==> config.mk <==
export PLATFORM = sky130hd
export DESIGN_NAME = uart_rx_os
export DESIGN_NICKNAME = d
export VERILOG_FILES = /design/src/rtl/uart_pkg.sv /design/src/rtl/uart_baud_gen.sv /design/src/rtl/uart_rx_os.sv
export SDC_FILE = /design/constraint.sdc
export NUM_CORES = 1
export LEC_CHECK = 0
export ABC_CLOCK_PERIOD_IN_PS = 3350
export CORE_UTILIZATION = 61
export CTS_CLUSTER_DIAMETER = 120
export DETAILED_ROUTE_END_ITERATION = 10
export PLACE_DENSITY = 0.81
export SLEW_MARGIN = 15
export SYNTH_ARGS = -nofsm -noshare
export SYNTH_HDL_FRONTEND = slang
export SYNTH_SLANG_ARGS = --single-unit
==> constraint.sdc <==
create_clock -name clk -period 3.35 [get_ports clk]
set_clock_uncertainty 0.2 [all_clocks]
set_input_delay 0.67 -clock clk [delete_from_list [all_inputs] [get_ports clk]]
set_output_delay 0.67 -clock clk [all_outputs]
set_load 0.05 [all_outputs]
==> src/rtl/uart_pkg.sv <==
// uart_pkg: shared types and constants for the oversampling UART receiver.
//   OsRate   - oversample ticks per bit
//   parity_e - parity selection (none / odd / even)
//   state_e  - receiver FSM states; StBreak exists only with UART_RX_BREAK_DET_EN defined
package uart_pkg;

    localparam int unsigned OsRate = 16;

    typedef enum logic [1:0] {
        ParNone = 2'd0,
        ParOdd  = 2'd1,
        ParEven = 2'd2
    } parity_e;

    typedef enum logic [2:0] {
        StIdle,
        StStart,
        StData,
        StParity,
        StStop
`ifdef UART_RX_BREAK_DET_EN
        , StBreak
`endif
    } state_e;

endpackage

==> src/rtl/uart_baud_gen.sv <==
// uart_baud_gen: oversample tick generator, one tick every Div clocks.
//   clk_i     - clock
//   rst_i     - synchronous active-high reset
//   restart_i - zero the phase counter; the first tick follows Div clocks later
//   tick_o    - single-cycle oversample tick
module uart_baud_gen #(
    parameter int unsigned Div = 1
) (
    input  logic clk_i,
    input  logic rst_i,
    input  logic restart_i,
    output logic tick_o
);

    localparam int unsigned CntW = (Div > 1) ? $clog2(Div) : 1;
    localparam logic [CntW-1:0] Last = CntW'(Div - 1);

    logic [CntW-1:0] cnt_q, cnt_d;

    always_comb begin
        tick_o = !restart_i && (cnt_q == Last);
        cnt_d  = (restart_i || tick_o) ? '0 : cnt_q + 1'b1;
    end

    always_ff @(posedge clk_i) begin
        if (rst_i) begin
            cnt_q <= '0;
        end else begin
            cnt_q <= cnt_d;
        end
    end

endmodule

==> src/rtl/uart_rx_os.sv <==
// uart_rx_os: 16x oversampling UART receiver with a one-word holding register.
//   clk, rst      - clock, synchronous active-high reset
//   rx            - asynchronous serial input, idle high
//   rx_data_out   - received word (LSB = first data bit), valid while rx_data_vld
//   rx_data_vld   - holding register full; rx_data_rdy accepts it
//   rx_parity_err - parity error of the held word
//   rx_frame_err  - a stop bit of the held word sampled 0
//   rx_overrun    - one-cycle pulse when a finished frame is dropped
//   rx_break      - one-cycle pulse on break detection (UART_RX_BREAK_DET_EN), else 0
//   rx_busy       - receiver FSM not idle
// Define UART_RX_BREAK_DET_EN to enable break detection.
module uart_rx_os
    import uart_pkg::*;
#(
    parameter int unsigned clk_freq    = 50000000,
    parameter int unsigned baud_rate   = 19200,
    parameter int unsigned data_bits   = 8,
    parameter int unsigned parity_type = 0,
    parameter int unsigned stop_bits   = 1
) (
    input  logic                 clk,
    input  logic                 rst,
    input  logic                 rx,
    output logic [data_bits-1:0] rx_data_out,
    output logic                 rx_data_vld,
    input  logic                 rx_data_rdy,
    output logic                 rx_parity_err,
    output logic                 rx_frame_err,
    output logic                 rx_overrun,
    output logic                 rx_break,
    output logic                 rx_busy
);

    if (data_bits < 5 || data_bits > 9) begin : g_bad_data_bits
        $error("uart_rx_os: data_bits must be 5..9");
    end
    if (parity_type > 2) begin : g_bad_parity
        $error("uart_rx_os: parity_type must be 0..2");
    end
    if (stop_bits < 1 || stop_bits > 2) begin : g_bad_stop_bits
        $error("uart_rx_os: stop_bits must be 1..2");
    end

    localparam int unsigned DivRaw = (clk_freq + (OsRate * baud_rate) / 2) / (OsRate * baud_rate);
    localparam int unsigned Div    = (DivRaw == 0) ? 1 : DivRaw;
    localparam parity_e     Par    = parity_e'(parity_type[1:0]);

    logic rx_meta_q, rx_sync_q, rx_prev_q;
    logic tick, restart, fall, bit_val, load;

    state_e               state_q, state_d;
    logic [3:0]           samp_q, samp_d;      // ticks into current bit; break: high-tick run
    logic [3:0]           bit_cnt_q, bit_cnt_d;
    logic                 s7_q, s7_d, s8_q, s8_d;
    logic [data_bits-1:0] shift_q, shift_d;
    logic                 par_err_q, par_err_d, frm_err_q, frm_err_d;
    logic                 done_q, done_d;

    logic [data_bits-1:0] hold_data_q;
    logic                 vld_q, hold_pe_q, hold_fe_q, ovr_q;

`ifdef UART_RX_BREAK_DET_EN
    logic par_bit_q, par_bit_d, brk_q, brk_d;
`endif

    uart_baud_gen #(
        .Div (Div)
    ) u_baud_gen (
        .clk_i     (clk),
        .rst_i     (rst),
        .restart_i (restart),
        .tick_o    (tick)
    );

    assign fall    = rx_prev_q && !rx_sync_q;
    assign bit_val = (s7_q & s8_q) | (s7_q & rx_sync_q) | (s8_q & rx_sync_q);

    always_comb begin
        state_d   = state_q;
        samp_d    = samp_q;
        bit_cnt_d = bit_cnt_q;
        s7_d      = s7_q;
        s8_d      = s8_q;
        shift_d   = shift_q;
        par_err_d = par_err_q;
        frm_err_d = frm_err_q;
        done_d    = 1'b0;
        restart   = 1'b0;
`ifdef UART_RX_BREAK_DET_EN
        par_bit_d = par_bit_q;
        brk_d     = 1'b0;
`endif
        if (state_q == StIdle) begin
            if (fall) begin
                state_d   = StStart;
                samp_d    = '0;
                bit_cnt_d = '0;
                par_err_d = 1'b0;
                frm_err_d = 1'b0;
                restart   = 1'b1;
`ifdef UART_RX_BREAK_DET_EN
                par_bit_d = 1'b0;
`endif
            end
`ifdef UART_RX_BREAK_DET_EN
        end else if (state_q == StBreak) begin
            // Leave only after 16 consecutive high ticks.
            if (tick) begin
                if (!rx_sync_q) begin
                    samp_d = '0;
                end else if (samp_q == 4'd15) begin
                    samp_d  = '0;
                    state_d = StIdle;
                end else begin
                    samp_d = samp_q + 4'd1;
                end
            end
`endif
        end else if (tick) begin
            samp_d = samp_q + 4'd1;   // wraps 15->0 at the bit boundary
            if (samp_q == 4'd6) s7_d = rx_sync_q;
            if (samp_q == 4'd7) s8_d = rx_sync_q;
            // Sample 9: state names the bit being decided now.
            if (samp_q == 4'd8) begin
                unique case (state_q)
                    StStart: state_d = bit_val ? StIdle : StData;
                    StData: begin
                        shift_d = {bit_val, shift_q[data_bits-1:1]};
                        if (bit_cnt_q == 4'(data_bits - 1)) begin
                            bit_cnt_d = '0;
                            state_d   = (Par != ParNone) ? StParity : StStop;
                        end else begin
                            bit_cnt_d = bit_cnt_q + 4'd1;
                        end
                    end
                    StParity: begin
                        // ^shift_q ^ bit_val is 1 when the total count of ones is odd.
                        par_err_d = (Par == ParOdd) ? ~(^shift_q ^ bit_val)
                                                    : (^shift_q ^ bit_val);
                        state_d   = StStop;
`ifdef UART_RX_BREAK_DET_EN
                        par_bit_d = bit_val;
`endif
                    end
                    StStop: begin
                        frm_err_d = frm_err_q | ~bit_val;
`ifdef UART_RX_BREAK_DET_EN
                        if (bit_cnt_q == '0 && shift_q == '0 && !bit_val &&
                            (Par == ParNone || !par_bit_q)) begin
                            state_d = StBreak;
                            samp_d  = '0;
                            brk_d   = 1'b1;
                        end else
`endif
                        if (bit_cnt_q == 4'(stop_bits - 1)) begin
                            bit_cnt_d = '0;
                            state_d   = StIdle;
                            done_d    = 1'b1;
                        end else begin
                            bit_cnt_d = bit_cnt_q + 4'd1;
                        end
                    end
                    default: ;
                endcase
            end
        end
    end

    // A finished frame is taken if the register is empty or being drained this cycle.
    assign load = done_q && (!vld_q || rx_data_rdy);

    always_ff @(posedge clk) begin
        if (rst) begin
            rx_meta_q   <= 1'b1;
            rx_sync_q   <= 1'b1;
            rx_prev_q   <= 1'b1;
            state_q     <= StIdle;
            samp_q      <= '0;
            bit_cnt_q   <= '0;
            s7_q        <= 1'b0;
            s8_q        <= 1'b0;
            shift_q     <= '0;
            par_err_q   <= 1'b0;
            frm_err_q   <= 1'b0;
            done_q      <= 1'b0;
            vld_q       <= 1'b0;
            hold_data_q <= '0;
            hold_pe_q   <= 1'b0;
            hold_fe_q   <= 1'b0;
            ovr_q       <= 1'b0;
        end else begin
            rx_meta_q <= rx;
            rx_sync_q <= rx_meta_q;
            rx_prev_q <= rx_sync_q;
            state_q   <= state_d;
            samp_q    <= samp_d;
            bit_cnt_q <= bit_cnt_d;
            s7_q      <= s7_d;
            s8_q      <= s8_d;
            shift_q   <= shift_d;
            par_err_q <= par_err_d;
            frm_err_q <= frm_err_d;
            done_q    <= done_d;
            ovr_q     <= done_q && !load;
            if (load) begin
                vld_q       <= 1'b1;
                hold_data_q <= shift_q;
                hold_pe_q   <= par_err_q;
                hold_fe_q   <= frm_err_q;
            end else if (vld_q && rx_data_rdy) begin
                vld_q       <= 1'b0;
                hold_data_q <= '0;
                hold_pe_q   <= 1'b0;
                hold_fe_q   <= 1'b0;
            end
        end
    end

`ifdef UART_RX_BREAK_DET_EN
    always_ff @(posedge clk) begin
        if (rst) begin
            par_bit_q <= 1'b0;
            brk_q     <= 1'b0;
        end else begin
            par_bit_q <= par_bit_d;
            brk_q     <= brk_d;
        end
    end
    assign rx_break = brk_q;
`else
    assign rx_break = 1'b0;
`endif

    assign rx_data_out   = hold_data_q;
    assign rx_data_vld   = vld_q;
    assign rx_parity_err = hold_pe_q;
    assign rx_frame_err  = hold_fe_q;
    assign rx_overrun    = ovr_q;
    assign rx_busy       = (state_q != StIdle);

endmodule

==> flow_metrics.tcl <==
# flow metrics
set metrics [dict create \
    run_status "complete, no violations" \
    path_cells "nor3_4, inv_2, clkdlybuf4s50_1" \
    top_cells_by_area "dfxtp_1 (45%), nor2_1 (6.5%), mux2i_1 (6.2%)" \
    clk-power_uw 362 \
    warning_count 30 \
    drive_gt1_frac 0.0868 \
    clock.latency.late_pin_ns 0.36 \
    yosys_warnings 0 \
    h-tree-depth 2 \
    ant_nets 0 \
    chip_area_mm2 0.00367 \
    nets 252 \
    wl_met1_um 1720 \
    maxCapViolCount 0 \
    setup_viol 0 \
    fmax_ghz 0.346 \
    synth.net_count 235 \
    peakVddDrop_mv 0.283 \
    setup_ws_ns 0.456 \
    rr_worst_depth 7 \
    grt_use_met1 0.320 \
    hold_buffers 0 \
    synth_seq_share 0.450 \
    crit_buf_inv 2 \
    relSlewSlack 0.519 \
    fin_tns_setup_ns 0 \
    combPwrFrac 0.048 \
    max_stage_delay_ns 0.71 \
    cts_tree "built" \
    cts_root_buf "clkbuf_4" \
    rsz0062_at_grt "no" \
    fin_crit_sh 0.864 \
    final_cell_area_mm2 0.00237 \
    gr-usage-met2 0.452 \
    cp_max_fo 10 \
    ys_cells 224 \
    holdWs_ns 0.225 \
    dpl_cell_area_mm2 0.00228 \
    initial_utilization 0.663 \
    cts_resized 0 \
    endpoint "rx_busy" \
    detail_route.iter0.violations 99 \
    critPathTopFamily "buffers and inverters" \
    edf_count 0 \
    pwr-share-seq 0.583 \
    final_cell_mix "dfxtp_1 (47), nor2_1 (36), clkdlybuf4s50_1 (16), mux2i_1 (13)" \
    grt_pass1_vias 1580 \
    dr.pass1.iters 4 \
    start_kind "flop" \
    netlist_instances 224 \
    clock_sinks 47 \
    hold_class "flop to flop" \
    worstSetupEndpointType "output port" \
    largest_area_cell "dfxtp_1" \
    yosys_area_mm2 0.00209 \
    p_per_area_mw_per_mm2 415 \
    sequentialPower_uw 574 \
    netlist_area_mm2 0.00209 \
    wl_um 4110 \
    power_leader "sequential cells" \
    cp.depth 3 \
    synth_top_area_share 0.450 \
    switchingPower_uw 220 \
    comb_cell_power_uw 47.4 \
    path_clk_slew_ns 0.13 \
    worst_pin_slew_ns 0.717 \
    cts_buffers 5 \
    ys_ff 47 \
    syn_area_per_cell_um2 9.33 \
    min_to "rx_sync_q" \
    ys_types 49 \
    grt_usage 0.257 \
    hpwlAfterDp_um 2900 \
    core.rowCount 20 \
    place.gp.congestion 0.846 \
    drc_errors 0 \
    top_usage_layer "met2" \
    synthArstFlopShare 0 \
    arrival_ns 2.02 \
    fin_total_pwr_uw 983 \
    hold_path_depth 1 \
    use_met3 0.0405 \
    slew_viol_final 0 \
    dr_wl_met3_um 235 \
    antenna_cells 0 \
    critPathSlowestCell "clkdlybuf4s50_1" \
    dp.cells 278 \
    ys.flop_type "dfxtp_1" \
    grt_pass1_wl_um 6970 \
    grt_overflow 0 \
    cts_setup_buffers 0 \
    viasPerCell 5.78 \
    mostFrequentLayoutCell "dfxtp_1" \
    critPathLaunch "state_q[1]" \
    antenna_found_initial 0 \
    internal_power_uw 763 \
    timing.rr.end "bit_cnt_q[2]" \
    worstHoldStart "rx_meta_q" \
    clock_path_buffers 2 \
    leakage_uw 0.000929 \
    die_y_um 60.5 \
    clockPowerShare 0.368 \
    top_cell "dfxtp_1" \
    topRoutingLayerUsed "met4" \
    path_class "flop to output port" \
    r2r_start "u_baud_gen.cnt_q[0]" \
    vias 1654 \
    netlist_top_cells_count "dfxtp_1 (47), nor2_1 (36), mux2i_1 (13)" \
    reg2reg_slack_ns 0.91 \
    met2_length_um 2090 \
    grt_max_degree 22 \
    die_w_um 60.5 \
    crit_required_ns 2.48 \
    wl_per_cell_um 14.4 \
    netSwitchingFraction 0.224 \
    syn2layout_area_growth_pct 13.3 \
    finalHoldViolCount 0 \
    fin_crit_ns 2.89 \
    post-place-ws_ns 0.878 \
]
==> cell type report <==
| class | instances | area, µm² | share of cell area |
|---|---|---|---|
| clock buffer | 6 | 51.3 | 0.0217 |
| clock inverter | 2 | 38.8 | 0.0164 |
| inverter | 11 | 41.3 | 0.0174 |
| multi-input combinational | 158 | 1070 | 0.450 |
| sequential | 47 | 941 | 0.397 |
| tap | 44 | 55.1 | 0.0232 |
| timing repair buffer | 18 | 175 | 0.0740 |
==> cells by family after synthesis <==
kind of cell,share of synthesized area
buffers and inverters,0.0401
and+or+nand+nor,0.230
other,0.00179
muxes,0.0676
DFF,0.450
xor gates and xnor gates,0.0670
AOI/OAI and AO/OA,0.0964
adders and majority gates,0.0467
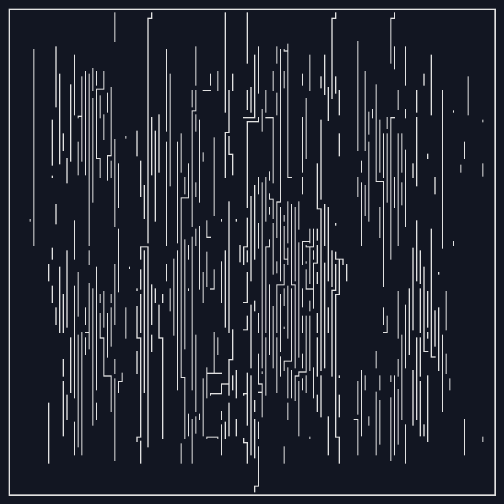
**Above:** signal wires on met2.
Scale: 8 px per µm.
nets with wire on the layer: 225
main direction: vertical
wire length on this layer: 2090 µm
longest straight run: 28.1 µm
share of all routed wire: 51%

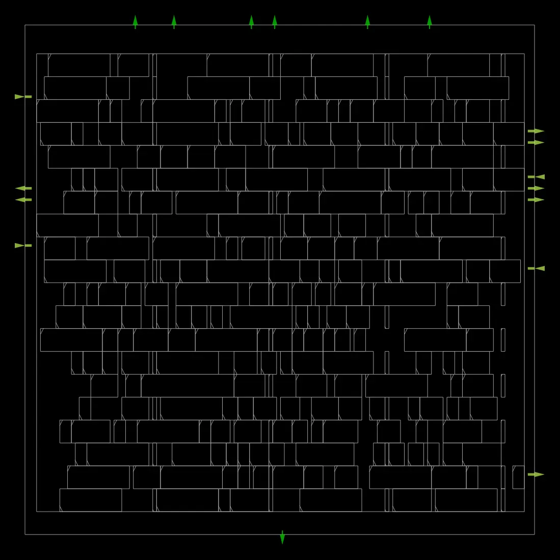
**Above:** placement view.
filler-free cell count of the finished design: 286
Core Region: 0.00315 mm²
FILL cells: 256
post-layout util: 0.751

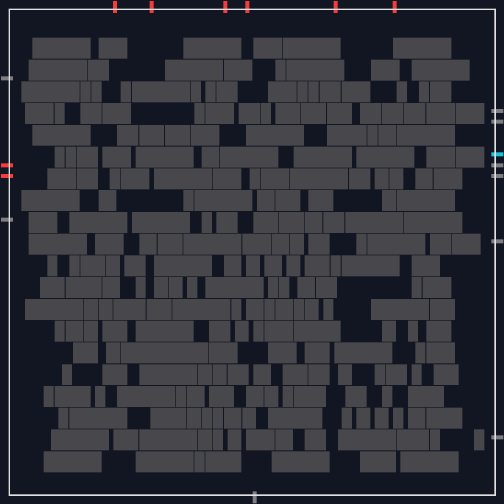
**Above:** ports around the boundary.
Scale: 8 px per µm. Pins as bars across the die edge, other pins in gray.
| color | port | pins | direction | edge |
|---|---|---|---|---|
| cyan | rx_data_rdy | 1 | input | right |
| red | rx_data_out | 8 | output | 6 top, 2 left |

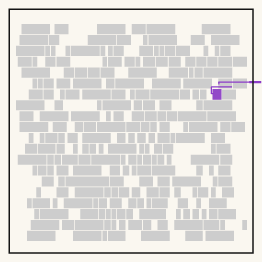
**Above:** wires at chosen ports, followed through buffers.
Scale: 4 px per µm.
| color | port | bits | direction | end cells | buffers | wire |
|---|---|---|---|---|---|---|
| purple | rx_data_rdy | 1 | input | 1 | 1 | 15.8 µm |
io pins: 18
IO Port Bufs: 16

Power and IR drop assume default switching activity.
